File: src/rtl/led_panel_pkg.sv
// Shared types for the HUB75-style LED panel driver.
// FSM state encoding, per-plane colour slice and width helper.
package led_panel_pkg;

  typedef enum logic [1:0] {
    SHIFT = 2'd0,
    LATCH = 2'd1,
    SHOW  = 2'd2,
    NEXT  = 2'd3
  } state_t;

  typedef struct packed {
    logic r;
    logic g;
    logic b;
  } rgb_bit_t;

  function automatic int unsigned idx_w(int unsigned n);
    return (n > 1) ? $clog2(n) : 1;
  endfunction

endpackage

File: src/rtl/led_panel_fb.sv
// Pixel frame buffer: one write port, upper/lower half read ports.
// LED_PANEL_DBUF_EN adds a back buffer that swaps on each frame wrap.
module led_panel_fb
  import led_panel_pkg::*;
#(
  parameter int COLS = 32,
  parameter int SCAN = 4,
  parameter int BPC  = 2
) (
  input  logic                        clk,
`ifdef LED_PANEL_DBUF_EN
  input  logic                        reset,
  input  logic                        swap,
`endif
  input  logic                        wr_en,
  input  logic [$clog2(2*SCAN)-1:0]   wr_row,
  input  logic [$clog2(COLS)-1:0]     wr_col,
  input  logic [3*BPC-1:0]            wr_rgb,
  input  logic [$clog2(SCAN)-1:0]     rd_row,
  input  logic [$clog2(COLS)-1:0]     rd_col,
  input  logic [idx_w(BPC)-1:0]       rd_plane,
  output rgb_bit_t                    upper,
  output rgb_bit_t                    lower
);

  localparam int RW = $clog2(2*SCAN);

  logic            wr_ok;
  logic [RW-1:0]   up_row;
  logic [RW-1:0]   lo_row;
  logic [3*BPC-1:0] up_px;
  logic [3*BPC-1:0] lo_px;
  logic [BPC-1:0]  ur, ug, ub;
  logic [BPC-1:0]  lr, lg, lb;

  assign wr_ok  = wr_en && (32'(wr_col) < COLS);
  assign up_row = RW'(rd_row);
  assign lo_row = RW'(rd_row) + RW'(SCAN);

`ifdef LED_PANEL_DBUF_EN
  logic [3*BPC-1:0] mem [2][2*SCAN][COLS];
  logic             front;

  // front selects the displayed buffer; it flips when a frame wraps
  always_ff @(posedge clk) begin
    if (reset)
      front <= 1'b0;
    else if (swap)
      front <= ~front;
  end

  // writes land in the buffer that is not on display
  always_ff @(posedge clk) begin
    if (wr_ok)
      mem[~front][wr_row][wr_col] <= wr_rgb;
  end

  assign up_px = mem[front][up_row][rd_col];
  assign lo_px = mem[front][lo_row][rd_col];
`else
  logic [3*BPC-1:0] mem [2*SCAN][COLS];

  // single buffer shared by writer and scan-out; not cleared by reset
  always_ff @(posedge clk) begin
    if (wr_ok)
      mem[wr_row][wr_col] <= wr_rgb;
  end

  assign up_px = mem[up_row][rd_col];
  assign lo_px = mem[lo_row][rd_col];
`endif

  assign {ur, ug, ub} = up_px;
  assign {lr, lg, lb} = lo_px;

  assign upper = '{r: ur[rd_plane], g: ug[rd_plane], b: ub[rd_plane]};
  assign lower = '{r: lr[rd_plane], g: lg[rd_plane], b: lb[rd_plane]};

endmodule

File: src/rtl/led_panel_bcm.sv
// Binary-code-modulation scan driver for a 2*SCAN-row LED panel.
// Optional double buffering via LED_PANEL_DBUF_EN.
module led_panel_bcm
  import led_panel_pkg::*;
#(
  parameter int COLS    = 32,
  parameter int SCAN    = 4,
  parameter int BPC     = 2,
  parameter int BASE_ON = 16
) (
  input  logic                      clk,
  input  logic                      reset,
  input  logic                      wr_en,
  input  logic [$clog2(2*SCAN)-1:0] wr_row,
  input  logic [$clog2(COLS)-1:0]   wr_col,
  input  logic [3*BPC-1:0]          wr_rgb,
  output logic [1:0]                red_out,
  output logic [1:0]                green_out,
  output logic [1:0]                blue_out,
  output logic                      sclk_out,
  output logic                      latch_out,
  output logic                      blank_out,
  output logic [$clog2(SCAN)-1:0]   row_addr,
  output logic                      frame_done
);

  localparam int CW = $clog2(COLS);
  localparam int SW = $clog2(SCAN);
  localparam int PW = idx_w(BPC);
  localparam int NW = $clog2((BASE_ON << (BPC-1)) + 1);

  state_t        state;
  logic [CW-1:0] col;
  logic [PW-1:0] plane;
  logic [NW-1:0] cnt;
  logic          shifting;
  logic          last_plane;
  logic          last_row;
  rgb_bit_t      upper;
  rgb_bit_t      lower;

  assign last_plane = (plane == PW'(BPC-1));
  assign last_row   = (row_addr == SW'(SCAN-1));
  assign sclk_out   = shifting ? ~clk : 1'b1;

  led_panel_fb #(
    .COLS (COLS),
    .SCAN (SCAN),
    .BPC  (BPC)
  ) u_fb (
    .clk      (clk),
`ifdef LED_PANEL_DBUF_EN
    .reset    (reset),
    .swap     ((state == NEXT) && last_plane && last_row),
`endif
    .wr_en    (wr_en),
    .wr_row   (wr_row),
    .wr_col   (wr_col),
    .wr_rgb   (wr_rgb),
    .rd_row   (row_addr),
    .rd_col   (col),
    .rd_plane (plane),
    .upper    (upper),
    .lower    (lower)
  );

  // scan FSM: shift a row plane, latch it, show it, advance plane/row
  always_ff @(posedge clk) begin
    if (reset) begin
      state      <= SHIFT;
      col        <= CW'(COLS-1);
      plane      <= '0;
      cnt        <= '0;
      row_addr   <= '0;
      red_out    <= '0;
      green_out  <= '0;
      blue_out   <= '0;
      shifting   <= 1'b0;
      latch_out  <= 1'b0;
      blank_out  <= 1'b1;
      frame_done <= 1'b0;
    end else begin
      frame_done <= 1'b0;
      unique case (state)
        SHIFT: begin
          red_out   <= {lower.r, upper.r};
          green_out <= {lower.g, upper.g};
          blue_out  <= {lower.b, upper.b};
          shifting  <= 1'b1;
          if (col == '0)
            state <= LATCH;
          else
            col <= col - 1'b1;
        end
        LATCH: begin
          red_out   <= '0;
          green_out <= '0;
          blue_out  <= '0;
          shifting  <= 1'b0;
          latch_out <= 1'b1;
          cnt       <= NW'(BASE_ON) << plane;
          state     <= SHOW;
        end
        SHOW: begin
          latch_out <= 1'b0;
          if (cnt == '0) begin
            blank_out <= 1'b1;
            state     <= NEXT;
          end else begin
            blank_out <= 1'b0;
            cnt       <= cnt - 1'b1;
          end
        end
        NEXT: begin
          col   <= CW'(COLS-1);
          state <= SHIFT;
          if (!last_plane) begin
            plane <= plane + 1'b1;
          end else begin
            plane      <= '0;
            row_addr   <= last_row ? '0 : row_addr + 1'b1;
            frame_done <= last_row;
          end
        end
        default: state <= SHIFT;
      endcase
    end
  end

endmodule

File: config.mk
export PLATFORM = sky130hd
export DESIGN_NAME = led_panel_bcm
export DESIGN_NICKNAME = d
export VERILOG_FILES = /design/src/rtl/led_panel_pkg.sv /design/src/rtl/led_panel_fb.sv /design/src/rtl/led_panel_bcm.sv
export SDC_FILE = /design/constraint.sdc
export NUM_CORES = 1
export LEC_CHECK = 0
export CAP_MARGIN = 25
export CORE_UTILIZATION = 45
export CTS_BUF_LIST = sky130_fd_sc_hd__clkbuf_8
export CTS_CLUSTER_SIZE = 25
export DETAILED_ROUTE_END_ITERATION = 10
export HOLD_SLACK_MARGIN = 0.1
export PLACE_DENSITY_LB_ADDON = 0.15
export SLEW_MARGIN = 10
export SYNTH_ARGS = -nofsm -noshare
export SYNTH_HDL_FRONTEND = slang
export SYNTH_SLANG_ARGS = --single-unit
File: constraint.sdc
create_clock -name clk -period 6.4 [get_ports clk]
set_input_delay 1.28 -clock clk [delete_from_list [all_inputs] [get_ports clk]]
set_output_delay 1.28 -clock clk [all_outputs]
set_load 0.01 [all_outputs]
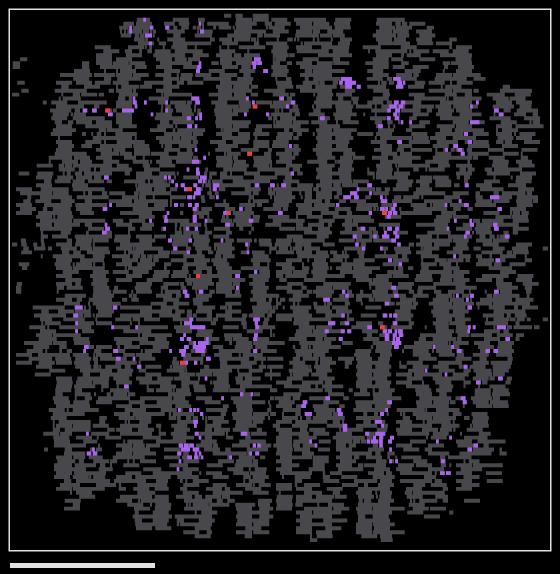
*Gate-type map, run 1*
Scale bar: 100 um.
non-inverting ao/oa cells: marked red, cells 9, most used a211o_1. aoi and oai cells: marked purple, cells 398, most used a221oi_1.

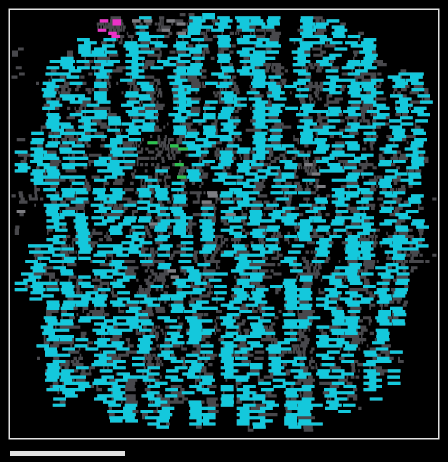
*Register map, names as in the netlist, run 1*
Scale bar: 100 um. Other sequential cells in the stronger grey, the rest of the logic in the fainter grey.
u_fb.mem: marked cyan, flops 1536, where widely spread. col: marked green, flops 5. cnt: marked magenta, flops 6, where upper left.
Another 17 sequential cells are not coloured.

==> out/qor.txt, run 1 <==
Status: finished clean
Worst Hold Path EP: shifting$_SDFFE_PP0P_
Design Power: 21.89 mW
Critical path arrival: 4.02 ns
CTS clk-pin slew, worst paths: 0.06 ns
Aoi share: 0.04647
Top area cells in the synthesized netlist: edfxtp_1 75%, mux4_2 7.0%, mux2i_1 5.3%
CP Capture Point: sclk_out
Largest regs: u_fb.mem x1536, cnt x6, col x5
Yosys synthesis chip area: 61790 um^2
Overall die width: 372.6 um
Syn Inst Count: 3249
M3 GR Usage: 0.05278
Clk latency late pin: 1.03 ns
Rel. slew slack: 0.2054
Ports: 29
Final setup vio count: 0
LEAKAGE: 20.50 nW
Yosys Instances: 3249
Total GRT Usage: 0.2384
Ys flops: 1564
FF-to-FF Start: col[2]$_SDFFE_PP1P_
Number of port buffers: 28
Logic pwr share: 0.097
Fin. max-slew vios: 0
Net Sw Power: 5.653 mW
Postcts setup bufs: 0
Final core utilization: 0.5040
Vias per Instance: 6.001
Number of synthesized flops with an enable pin: 1536
Final ANT Viol Nets: 0
Critical Path Start Type: clock port
Grt total ovfl: 0
Clock network power share: 0.379
Fin Hold WS: 0.5049 ns
Max reg flops: 1536
Met2 Usage GRT: 0.3667
Yosys top cell by area: edfxtp_1
Router iterations before antenna repair: 7
Post-DP Area: 63610 um^2
CTS tree: built
Design area: 68450 um^2
Hold_sp: shifting$_SDFFE_PP0P_
Yosys warning count: 0
Hold Path Stages: 2
PD cells: 319.8 nW/um^2
Worst-case reg-to-reg path depth: 7
P_int: 16.23 mW
GPL Wtd Cong: 0.8338
Mapped cell area: 61790 um^2
Reg-to-reg critical path endpoint: green_out[1]$_SDFFE_PP0P_
Met3 WL: 12670 um
MUX area fraction: 0.1403
CP Max Fanout: 3
Worst setup margin: 1.099 ns
Core Density at Floorplan: 0.4550
Highest Signal Layer: met4
Via count: 32212
Measured slew at the worst slew-check pin: 1.192 ns
VDD IR-drop max: 0.1984 mV
Hold Buf Count CTS: 0
Average size of a mapped cell: 19.02 um^2
Ys flop type: edfxtp_1
Register area share after synthesis: 0.7555
Adder Area Share: 0.001620
Setup TNS: 0 ns
XORs/XNORs by Area: 0.0005669
Dpl hpwl: 97440 um
Met1 Track Usage GR: 0.3384
Fill count: 10884
Worst EP required: 5.12 ns
Number of max-cap violations: 0
CTS resizes: 0
Async S/R FF share, synth: 0
DP Worst Slack: 1.364 ns
Top comb family, area: multiplexers
Delay-heaviest family, CP: buffers and inverters
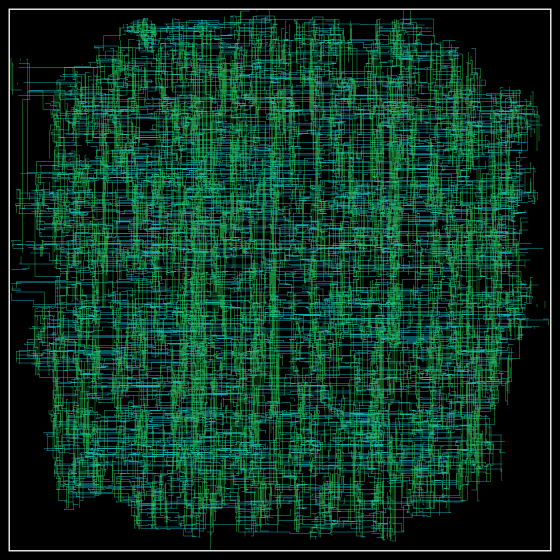
*Metal layers overlaid, run 1*
Two of the layers only.
M1: marked cyan, wire length 70.3 mm. M2: marked green, wire length 76.8 mm.

==> run 1: power groups by stage <==
stage / clock network, mW / registers (mW) / logic [mW]
floorplan: 0.00417 / 11.5 / 1.07
global placement: 0.0111 / 11.7 / 2.10
detailed placement: 0.0111 / 11.7 / 2.11
CTS: 8.45 / 11.4 / 2.12
finish: 8.30 / 11.5 / 2.13
global route: 8.87 / 11.4 / 2.23
==> run 1: area by class of cell <==
class,count,area (um^2),area share
sequential,1564,46710,0.6824
multi-input combinational,1472,13760,0.2010
clock buffer,256,3520,0.05142
tap,1781,2228,0.03256
clock inverter,199,1311,0.01916
timing repair buffer,79,858.3,0.01254
inverter,12,47.55,0.0006946
antenna,5,12.51,0.0001828
==> run 1: placed cells by master, fill, tap and decap left out, types with 49 or more instances in the layout <==
master    count
o21ai_0      56
clkinv_2     49
edfxtp_1   1536
clkinv_1     52
inv_1        75
mux4_2      191
a221oi_1     70
nor2_1      291
clkbuf_8    261
nand2_1     113
a21oi_1      59
o22ai_1      54
mux2i_1     326
==> run 1: Yosys cell counts, types with 4 or more instances <==
master / count
a21oi_1: 59
buf_2: 55
a221oi_1: 70
buf_4: 12
mux2_2: 19
inv_1: 10
o41ai_1: 4
nor2b_1: 8
o22ai_1: 54
or3_1: 5
nand3b_1: 5
nor3_1: 18
nand3_1: 7
nor3b_1: 8
nand2_1: 114
o21ai_1: 13
clkbuf_1: 80
o31ai_1: 5
mux2i_1: 326
nor2_1: 292
buf_1: 12
a211oi_1: 48
dfxtp_1: 28
buf_8: 11
a22oi_1: 26
buf_12: 17
o221ai_1: 45
edfxtp_1: 1536
o21ai_0: 56
nand2b_1: 6
buf_6: 13
ha_1: 8
mux4_1: 34
mux4_2: 191
### Pin placement, run 1

Pins as bars across the die edge, other pins in grey.
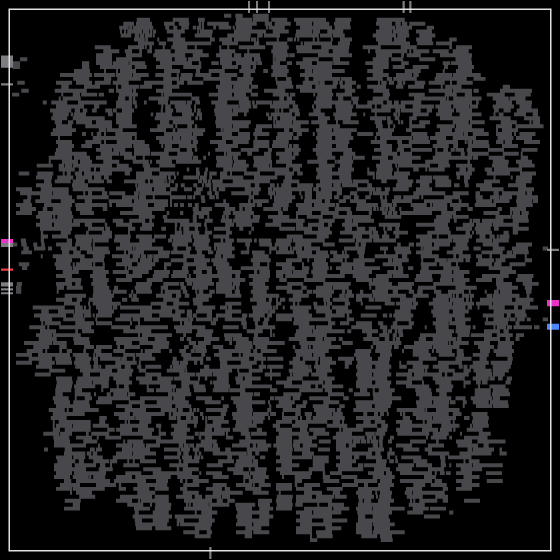

==> run 1 -> run 2 <==
==> constraint.sdc (replaced) <==
create_clock -name clk -period 4.8 [get_ports clk]
set_input_delay 0.96 -clock clk [delete_from_list [all_inputs] [get_ports clk]]
set_output_delay 0.96 -clock clk [all_outputs]
set_load 0.01 [all_outputs]
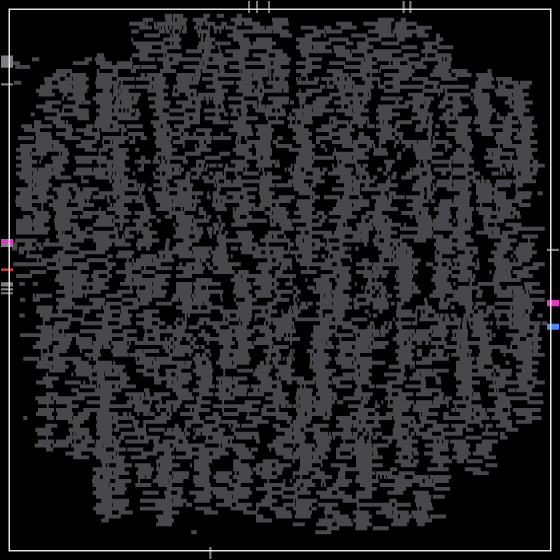
*Pin placement, run 2*
Pins as bars across the die edge, other pins in grey.
wr_row: marked blue, pins 3, direction input, edge right. wr_col: marked magenta, pins 5, direction input, edge 3 right, 2 left. frame_done: marked red, pins 1, direction output, edge left.
All pins by edge: 16 left, 7 right, 5 top, 1 bottom.

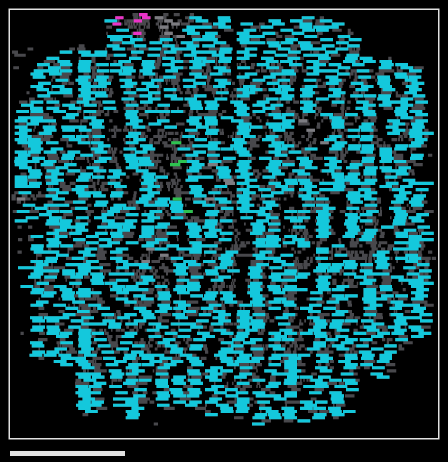
*Register map, names as in the netlist, run 2*
Scale bar: 100 um. Other sequential cells in the stronger grey, the rest of the logic in the fainter grey.
cnt: marked magenta, flops 6. u_fb.mem: marked cyan, flops 1536, where widely spread. col: marked green, flops 5.

==> run 2 against run 1 <==
  * Wire length decreased by 0.29%
  * Register-to-register slack got worse by 1.6 ns
  * Global-route usage increased by 0.074 points
  * Sequential share of layout area decreased by 0.35 points
  * First-iteration DRC count decreased by 5.0%
  * Core utilization increased by 0.26 points
  * Combinational power increased by 36%
  * Cell area increased by 0.52%
  * Setup slack got worse by 0.48 ns
  * Critical path type unchanged
  * Largest power group unchanged
  * Highest routed layer unchanged
==> out/qor.txt, run 2 <==
Status: finished clean
Hold Path Stages: 2
Most frequent cells in the layout: 1536 x edfxtp_1, 326 x mux2i_1, 292 x nor2_1, 289 x clkbuf_8, 191 x mux4_2
Number of max-cap violations: 0
Fin Hold WS: 0.4937 ns
Ys flops: 1564
Measured slew at the worst slew-check pin: 1.058 ns
Total GRT Usage: 0.2391
Hold Buf Count CTS: 0
Final setup vio count: 0
DP Worst Slack: 0.8838 ns
Yosys Instances: 3249
LEAKAGE: 20.81 nW
CP Capture Point: sclk_out
Post-DP Area: 64030 um^2
Mapped cell area: 61790 um^2
Number of port buffers: 28
Worst Hold Path EP: shifting$_SDFFE_PP0P_
Router iterations before antenna repair: 5
Postcts setup bufs: 0
Yosys top cell by area: edfxtp_1
Synth top cells by count: 1536 x edfxtp_1, 326 x mux2i_1, 292 x nor2_1, 191 x mux4_2, 114 x nand2_1
Final Hold Vio Count: 0
Unrepaired setup endpoints after global routing: false
Average size of a mapped cell: 19.02 um^2
Design area: 68800 um^2
Most instantiated library cell after synthesis: edfxtp_1
Reg-to-reg critical path endpoint: blue_out[1]$_SDFFE_PP0P_
Worst-case reg-to-reg path depth: 9
Vias per Instance: 5.967
Async S/R FF share, synth: 0
Overall die width: 372.6 um
CTS resizes: 0
Yosys cell types: 67
Delay-heaviest family, CP: buffers and inverters
Global-route wire length before repair: 236600 um
Design Power: 28.98 mW
Register area share after synthesis: 0.7555
Top area contributor share: 0.7464
Routed Wire Length: 163700 um
PD cells: 421.2 nW/um^2
Share of cells above drive strength 1: 0.1857
Worst EP required: 3.84 ns
Ports: 29
CTS tree: built
Max reg flops: 1536
Top area cells in the synthesized netlist: edfxtp_1 75%, mux4_2 7.0%, mux2i_1 5.3%
Core ar.: 135800 um^2
Via count: 32396
Fill count: 10972
Rel. slew slack: 0.2908
Yosys synthesis chip area: 61790 um^2
Core Density at Floorplan: 0.4550
Fin. max-slew vios: 0
GPL Wtd Cong: 0.8523
Hold_sp: shifting$_SDFFE_PP0P_
Worst setup margin: 0.6157 ns
Drt drc: 0
Yosys warning count: 0
Largest regs: u_fb.mem x1536, cnt x6, col x5
Drt first-iter violations: 3206
Cell Chain, Critical Path: clkbuf_8 -> clkbuf_8 -> nand2_1 -> clkdlybuf4s50_1
Grt total ovfl: 0
Syn Inst Count: 3249
Final core utilization: 0.5066
Final ANT Viol Nets: 0
Number of synthesized flops with an enable pin: 1536
Commonest Layout Cell: edfxtp_1
CP startpoint: clk
Critical path arrival: 3.22 ns
Setup TNS: 0 ns
Dpl hpwl: 99120 um
FF-to-FF Start: col[0]$_SDFFE_PP1P_
Critical Path Start Type: clock port
Vias in the first global route: 33497
CTS clk-pin slew, worst paths: 0.06 ns
Syn-to-layout area delta: 11.34%
Ys flop type: edfxtp_1
VDD IR-drop max: 0.2490 mV
CP Max Fanout: 3
Clk latency late pin: 1.09 ns
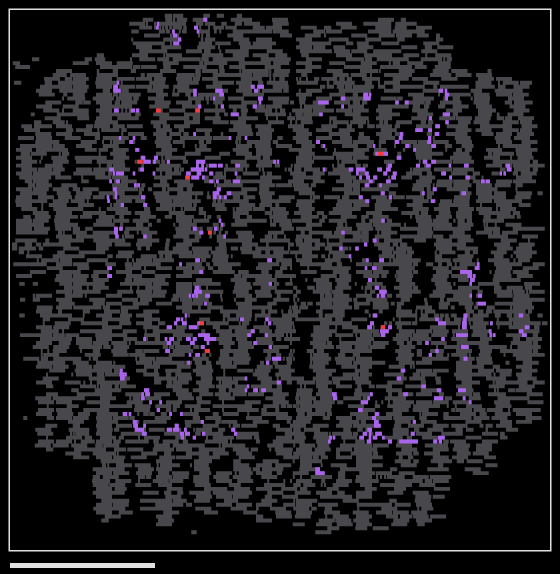
*Gate-type map, run 2*
Scale bar: 100 um.
aoi and oai cells: marked purple, cells 398, most used a221oi_1. non-inverting ao/oa cells: marked red, cells 9, most used a211o_1.

-- run 2: cell counts after synthesis --
No cell type changed its count.
-- run 2: cells by family (layout without fill, tap and decap cells) --
| kind of cell | after synthesis | after routing | share of synthesized area |
|---|---|---|---|
| AND-OR/OR-AND | 407 | 407 | 0.04647 |
| XOR/XNOR | 4 | 4 | 0.0005670 |
| adder cells (fa/ha/maj) | 8 | 8 | 0.001620 |
| buffers and inverters | 213 | 604 | 0.02290 |
| flip-flops | 1564 | 1564 | 0.7555 |
| multiplexers | 570 | 570 | 0.1403 |
| other | 0 | 8 | 0 |
| AND/OR/NAND/NOR | 483 | 483 | 0.03262 |
-- run 2: layout make-up --
class	instances	area, um^2	share of cell area
Antenna cell	8	20.02	0.0002910
Sequential cell	1564	46710	0.6789
Multi-Input combinational cell	1472	13750	0.1998
Clock inverter	175	808.3	0.01175
Timing Repair Buffer	133	1333	0.01937
Inverter	12	47.55	0.0006911
Tap cell	1781	2228	0.03239
Clock buffer	284	3905	0.05676
-- run 2: report_power, final --
group	total (mW)	switching [mW]	internal, mW	leakage, nW
Combinational	2.89	2.07	0.829	4.03
Clock	10.8	5.20	5.61	2.74
Sequential	15.3	0.204	15.1	14.0
Total	29.0	7.47	21.5	20.8
-- run 2: routing by layer --
layer  track usage  part of all wire  vias to the layer above
li1              -                 -                    13728
met1        0.3285              0.42                    16898
met2        0.3798              0.48                     1449
met3       0.05025             0.074                      321
met4       0.08210             0.029                        0
met5             0                 0                        -
-- run 2: worst reg2reg max path: stages (launching register included) --
cell and delay [ns]:
dfxtp_4 0.82, or3b_2 0.95, buf_4 0.33, o22ai_1 0.10, a211oi_1 0.38, buf_4 0.19
a221oi_2 0.06, a211oi_1 0.70, nor4_2 0.12, a21o_1 0.18
Power is estimated from default activity; no workload was simulated.
